==> config.mk <==
export PLATFORM = sky130hd
export DESIGN_NAME = down_counter_ctrl
export DESIGN_NICKNAME = d
export VERILOG_FILES = /design/src/rtl/down_counter_pkg.sv /design/src/rtl/sync_down_counter.sv /design/src/rtl/down_counter_ctrl.sv
export SDC_FILE = /design/constraint.sdc
export NUM_CORES = 1
export LEC_CHECK = 0
export CORE_MARGIN = 2
export CORE_UTILIZATION = 29
export DETAILED_ROUTE_END_ITERATION = 7
export GPL_TIMING_DRIVEN = 0
export PLACE_DENSITY_LB_ADDON = 0.12
export SLEW_MARGIN = 10
export SYNTH_ARGS = -nofsm -noshare
export SYNTH_HDL_FRONTEND = slang
export SYNTH_SLANG_ARGS = --single-unit
==> constraint.sdc <==
create_clock -name clk -period 1.9 [get_ports clk]
set_input_delay 0.475 -clock clk [delete_from_list [all_inputs] [get_ports clk]]
set_output_delay 0.475 -clock clk [all_outputs]
set_load 0.01 [all_outputs]
Run 1, port wiring:
Scale: 8 px per um.
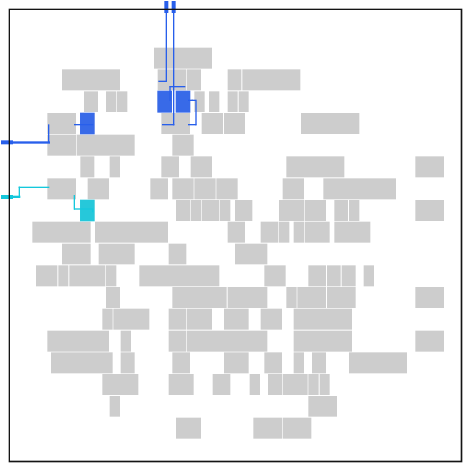
| port | color | bits | direction | edge | end cells | buffers | wire |
|---|---|---|---|---|---|---|---|
| `mode` | cyan | 1 | input | west | 1 | 1 | 9.90 um |
| `load_val` | blue | 3 | input | 2 north, 1 west | 3 | 3 | 42.4 um |
PortBufs: 15
Ports: 16

Run 1, clock network drawn from the DEF:
Scale: 8 px per um.
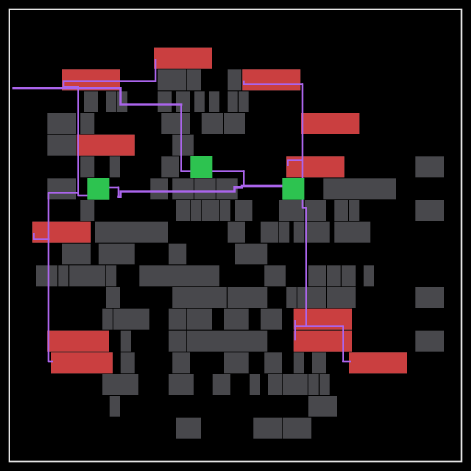
[clock-net drivers] green | count: 3
[flip-flops] red | count: 12
[clock wires] purple | length: 183 um
routed clock nets: 4
clock power share: 0.125
clk latency late pin: 0.27 ns
clk pwr: 0.155 mW
Clock Skew: 0.0006354 ns

Run 1, cells colored by class:
Scale: 4 px per um.
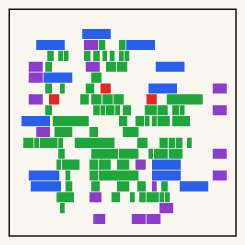
| class | color | cells | share of their area |
|---|---|---|---|
| registers | blue | 12 | 24% |
| remaining buffers and delay cells | purple | 17 | 16% |
| clock-net drivers | red | 3 | 2.2% |
| remaining logic cells | green | 80 | 58% |
row cnt: 18
fin area: 1057 um^2
post-route core utilization: 0.4154
Core ar.: 2545 um^2
sequential share of cell area: 0.2296

==> flow_summary.json, run 1 <==
{
  "syn_inst": 93,
  "power_density_nw_per_um2": 1176,
  "final_cell_count_no_fill": 142,
  "worstMarginPinSlew_ns": 0.5078,
  "r2r_setup_slack_ns": 0.12,
  "fin_setup_tns_ns": 0,
  "max_cap_viol_count": 0,
  "fp.dieH_um": 56.34,
  "routedWlPerCell_um": 12.58,
  "p_total_mw": 1.243,
  "initCoreUtil": 0.3122,
  "htreeDepth": 1,
  "antenna_found_initial": 0,
  "numClockSinks": 12,
  "min_period_over_period": 0.9368,
  "syn_to_final_growth_pct": 33.07,
  "yosys_warnings": 0,
  "viasPerCell": 5.028,
  "reg2reg_depth": 6,
  "grt_use_met3": 0.04839,
  "dr_total_vias": 714,
  "hold_depth": 2,
  "dp_hpwl_mm": 1.390,
  "adder_share": 0.1102,
  "drv_slew": 0,
  "finalCriticalPeriod_ns": 1.780,
  "grt-ovfl-total": 0,
  "drtPass1Iterations": 4,
  "dieArea_um2": 3174,
  "fmax_ghz": 0.5618,
  "power.leakage_nw": 0.3965,
  "edf_count": 0,
  "yosys.area.top_type_share": 0.3024,
  "synth_stat.cells": 93,
  "dp_cells": 138,
  "syn_nets": 110,
  "p_sw_frac": 0.3988,
  "pwr-share-comb": 0.567,
  "comb_area_um2": 561.8,
  "yosysTopAreaCell": "dfxtp_1",
  "cts_tree": "done",
  "critPathCaptureType": "flop",
  "relSlewSlack": 0.6615,
  "grt_pass1_wl_mm": 3.132,
  "topCellsByArea": "dfxtp_1 (30%), ha_1 (11%), a21oi_1 (5.0%)",
  "grt_max_degree": 11,
  "rsz0062_at_grt": "no",
  "outcome": "complete, no violations",
  "grtUsageTotal": 0.1240,
  "openroad.warnings": 32,
  "ys_sh_simple": 0.3134,
  "ys_seq_elements": 12,
  "numCtsBuffers": 3,
  "cp.arrival_ns": 1.95,
  "finalSetupViolations": 0,
  "whs_ns": 0.4582,
  "mux_share": 0,
  "cts_buffer_depth": 2,
  "power.net_switching_mw": 0.4957,
  "worst_ep_required_time_ns": 2.07,
  "antenna_left": 0,
  "logic_family": "simple AND/OR/NAND/NOR gates",
  "gp_congestion": 0.7342,
  "syn_area_per_cell_um2": 8.543,
  "drt_wl_total_mm": 1.787,
  "yosys.stat.seqShare": 0.3024,
  "grt_most_used_layer": "met2",
  "seqPwrFrac": 0.309,
  "met2_usage": 0.2034,
  "place_ws_ns": -0.3871,
  "grtUsageMet1": 0.1560,
  "async_reset_ff_frac": 0,
  "ys_sh_aoi": 0.2268,
  "die_w_um": 56.34,
  "cts-root-buf": "clkbuf_4",
  "yosys-top-cells-count": "dfxtp_1 (12), inv_1 (9), nand2_1 (9)",
  "clk_pin_slew_ns": 0.07,
  "setup_slack_ns": 0.1200,
  "internal-power_mw": 0.7472,
  "irDropWorstVdd_mv": 0.5906,
  "drtIter0Drc": 12,
  "grt_pass1_vias": 698
}
[run 1: worst max-delay path, stage by stage, from the launching register on]
cell and delay, ns:
dfxtp_2 0.39, inv_1 0.08, ha_1 0.30, nand2_2 0.17, o22ai_1 0.12, or4b_1 0.48
o211a_1 0.13
[run 1: repair_timing]
item | in CTS | in global routing
resized | 3 | 10
gates cloned | 0 | 0
setup endpoints to repair | 3 | 6
buffers inserted | 0 | 1
hold buffers | 0 | 0
pin swaps | 1 | 2
[run 1: power by group through the flow]
stage | sequential [mW] | clock (mW) | combinational (mW)
6_report | 0.384 | 0.155 | 0.704
5_1_grt | 0.398 | 0.180 | 0.785
4_1_cts | 0.374 | 0.161 | 0.636
3_5_place_dp | 0.380 | 0 | 0.629
3_3_place_gp | 0.375 | 0 | 0.632
2_1_floorplan | 0.385 | 0 | 0.427
[run 1: layer usage]
layer  part of all wire  up-vias
li1                   -      380
met2               0.48       12
met1               0.49      322
met5                  0        -
met3              0.032        0
met4                  0        0
[run 1: area by class of cell]
type	count	share of cell area
inverters	9	0.03195
well taps	30	0.03550
clock buffers	3	0.02130
flip-flops and latches	12	0.2296
plain buffers	1	0.003550
repair buffers	16	0.1467
multi-input cells	71	0.5314
[run 1: layout by cell type (no fill, tap or decap), types with 2 or more instances in the layout]
cell / n
inv_1: 7
inv_2: 2
a211oi_1: 4
nor3_1: 3
ha_1: 5
clkbuf_4: 3
or3b_1: 2
nor4_1: 2
nand3_1: 5
a2111oi_4: 2
nor2_1: 5
dlygate4sd2_1: 2
nor2b_1: 4
nand2b_1: 3
dfxtp_2: 2
o31ai_1: 3
dfxtp_1: 10
a21oi_1: 8
nand2_1: 8
clkdlybuf4s50_1: 13
ha_4: 2
Run 1, clock wiring as the flow saved it:
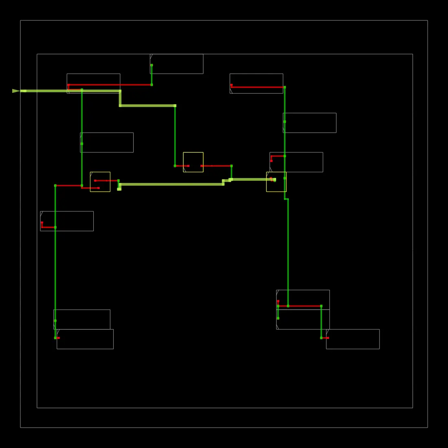

--- run 2 (diff from run 1) ---
CELL_PAD_IN_SITES_DETAIL_PLACEMENT = 1   (was default)
CELL_PAD_IN_SITES_GLOBAL_PLACEMENT = 1   (was default)
Run 2, clock wiring as the flow saved it:
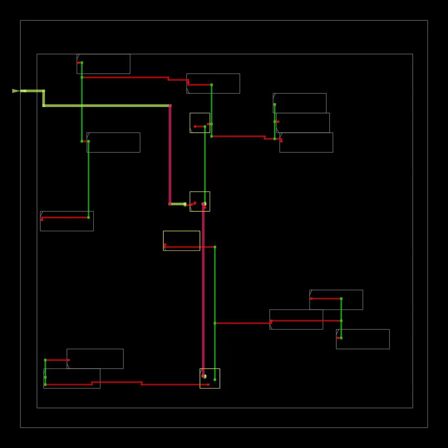
clk latency late pin: 0.29 ns
TritonCTS Buffers: 3

==> run 2 against run 1 <==
  * Final cell count up 1.4%
  * Final area increased by 2.7%
  * Sequential power about the same
  * Maximum frequency fell by 0.67%
  * Hold slack improved by 0.0017 ns
  * Synthesized cell count unchanged
  * Critical path type unchanged
  * Via count rose by 5.6%
  * Register-to-register slack hardly changed
  * Largest power group unchanged
  * First-iteration DRC count fell by 50%
  * Die size did not move
  * Sequential share of layout area decreased by 0.61 points
==> flow_summary.json, run 2 <==
{
  "outcome": "complete, no violations",
  "antenna_left": 0,
  "power_density_nw_per_um2": 1231,
  "cts-hold-fix-buffers": 0,
  "syn_area_per_cell_um2": 8.543,
  "clk_pin_slew_ns": 0.09,
  "grtUsageTotal": 0.1413,
  "min_period_over_period": 0.9432,
  "topCellsByArea": "dfxtp_1 (30%), ha_1 (11%), a21oi_1 (5.0%)",
  "lay_top_cells": "clkdlybuf4s50_1 (13), dfxtp_1 (10), inv_1 (8), a21oi_1 (8), nand2_1 (8)",
  "syn_inst": 93,
  "numClockSinks": 12,
  "async_reset_ff_frac": 0,
  "irDropWorstVdd_mv": 0.5570,
  "drive_above_1_share": 0.1579,
  "drv_slew": 0,
  "reg2reg_depth": 6,
  "yosys.stat.seqShare": 0.3024,
  "edf_count": 0,
  "yosys-top-cells-count": "dfxtp_1 (12), inv_1 (9), nand2_1 (9)",
  "flop_area_um2": 242.7,
  "fp.dieH_um": 56.34,
  "ff_type": "dfxtp_1",
  "pin_count": 16,
  "grt_pass1_vias": 749,
  "cts-root-buf": "clkbuf_4",
  "cts_tree": "done",
  "antenna_found_initial": 0,
  "grt_pass1_wl_mm": 3.512,
  "r2r_setup_slack_ns": 0.11,
  "rows": 18,
  "initCoreUtil": 0.3122,
  "hold_depth": 2,
  "syn_to_final_growth_pct": 36.69,
  "finalSetupViolations": 0,
  "viasPerCell": 5.236,
  "die_w_um": 56.34,
  "htreeDepth": 1,
  "drt_wl_total_mm": 1.997,
  "rsz0062_at_grt": "no",
  "yosys-stat-area_um2": 794.5,
  "finalCriticalPeriod_ns": 1.792,
  "cts_buffer_depth": 2,
  "routedWlPerCell_um": 13.87,
  "gp_congestion": 0.6847,
  "dieArea_um2": 3174,
  "drtIter0Drc": 6,
  "core_um2": 2545,
  "critPathCaptureType": "flop",
  "worst_ep_required_time_ns": 2.11,
  "yosysTopAreaCell": "dfxtp_1",
  "grt-ovfl-total": 0,
  "drtPass1Iterations": 3,
  "ys_seq_elements": 12,
  "worstMarginPinSlew_ns": 0.5638,
  "mostFrequentLayoutCell": "clkdlybuf4s50_1",
  "yosys_warnings": 0,
  "path_max_fanout": 5,
  "remaining_drc_errors": 0,
  "power.leakage_nw": 0.4095,
  "fmax_ghz": 0.5580,
  "top_cell": "dfxtp_1",
  "cp.arrival_ns": 2.00,
  "yosysUniqueCellTypes": 31,
  "report.final.hold_viol_count": 0,
  "yosys.area.top_type_share": 0.3024,
  "comb_area_um2": 569.3,
  "openroad.warnings": 31,
  "max_cap_viol_count": 0,
  "syn_nets": 110,
  "synth_stat.cells": 93,
  "dp_hpwl_mm": 1.515,
  "fin_setup_tns_ns": 0,
  "portBuffers": 15,
  "final_util": 0.4267,
  "grt_max_degree": 11,
  "relSlewSlack": 0.6241,
  "dr_total_vias": 754
}
Run 2, clock network drawn from the DEF:
Scale: 8 px per um.
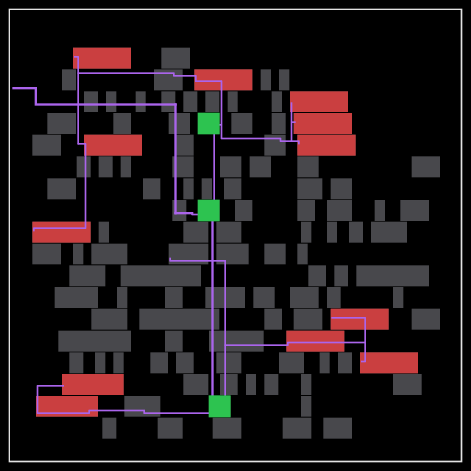
[clock wires] purple | length: 232 um
[clock-net drivers] green | count: 3
[flip-flops] red | count: 12
flops lie: all over the die
routed clock nets: 4
Clock Skew: 0.004390 ns
clock power share: 0.165
clk pwr: 0.220 mW

-- run 2: worst max-delay path, cell delays in order, from the launching register on --
cell	delay, ns
dfxtp_1	0.34
inv_1	0.12
ha_4	0.17
or4b_4	0.47
a2111oi_4	0.34
nor2_1	0.08
a211oi_2	0.19
-- run 2: stage by stage --
step	setup slack [ns]	instances	hold slack [ns]	total power, mW	instance area [um^2]
floorplan	0.1136	93	0.4363	0.8122	794.5
global placement	-0.4095	138	0.4440	1.008	982.2
detailed placement	-0.4194	138	0.4489	1.024	982.2
CTS	0.02475	144	0.4605	1.298	1054
global route	0.01269	144	0.4828	1.458	1086
finish	0.1079	144	0.4598	1.337	1086
-- run 2: what timing repair did --
item / in CTS / in global routing
setup buffers: 2 / 0
resized: 7 / 7
pin swaps: 1 / 2
endpoints found under the hold margin: 0 / 0
setup endpoints to repair: 5 / 4
-- run 2: layout make-up --
type / count / share of cell area
Buffer: 1 / 0.003456
Clock buffer: 4 / 0.03341
Inverter: 9 / 0.03111
Multi-Input combinational cell: 71 / 0.5242
Sequential cell: 12 / 0.2235
Tap cell: 30 / 0.03456
Timing Repair Buffer: 17 / 0.1498
-- run 2: logic make-up after synthesis --
family,share of synthesized area
adders and majority gates,0.1102
buffers and inverters,0.04724
AOI/OAI and AO/OA,0.2268
DFF,0.3024
and+or+nand+nor,0.3134
-- run 2: report_power, final --
part	internal, mW	switching (mW)	total [mW]	leakage (nW)
registers	0.320	0.0624	0.383	0.0993
logic	0.365	0.369	0.734	0.289
clock network	0.117	0.104	0.220	0.0210
-- run 2: layer usage --
layer  routed length [um]  track usage  vias to the layer above
met3                   48      0.02074                        4
met2                  937       0.2252                       11
li1                     -            -                      381
met4                   37      0.07143                        0
met1                  973       0.1844                      358
met5                    0            0                        -
Power figures rest on the tool's default switching activity, not on a simulated workload.
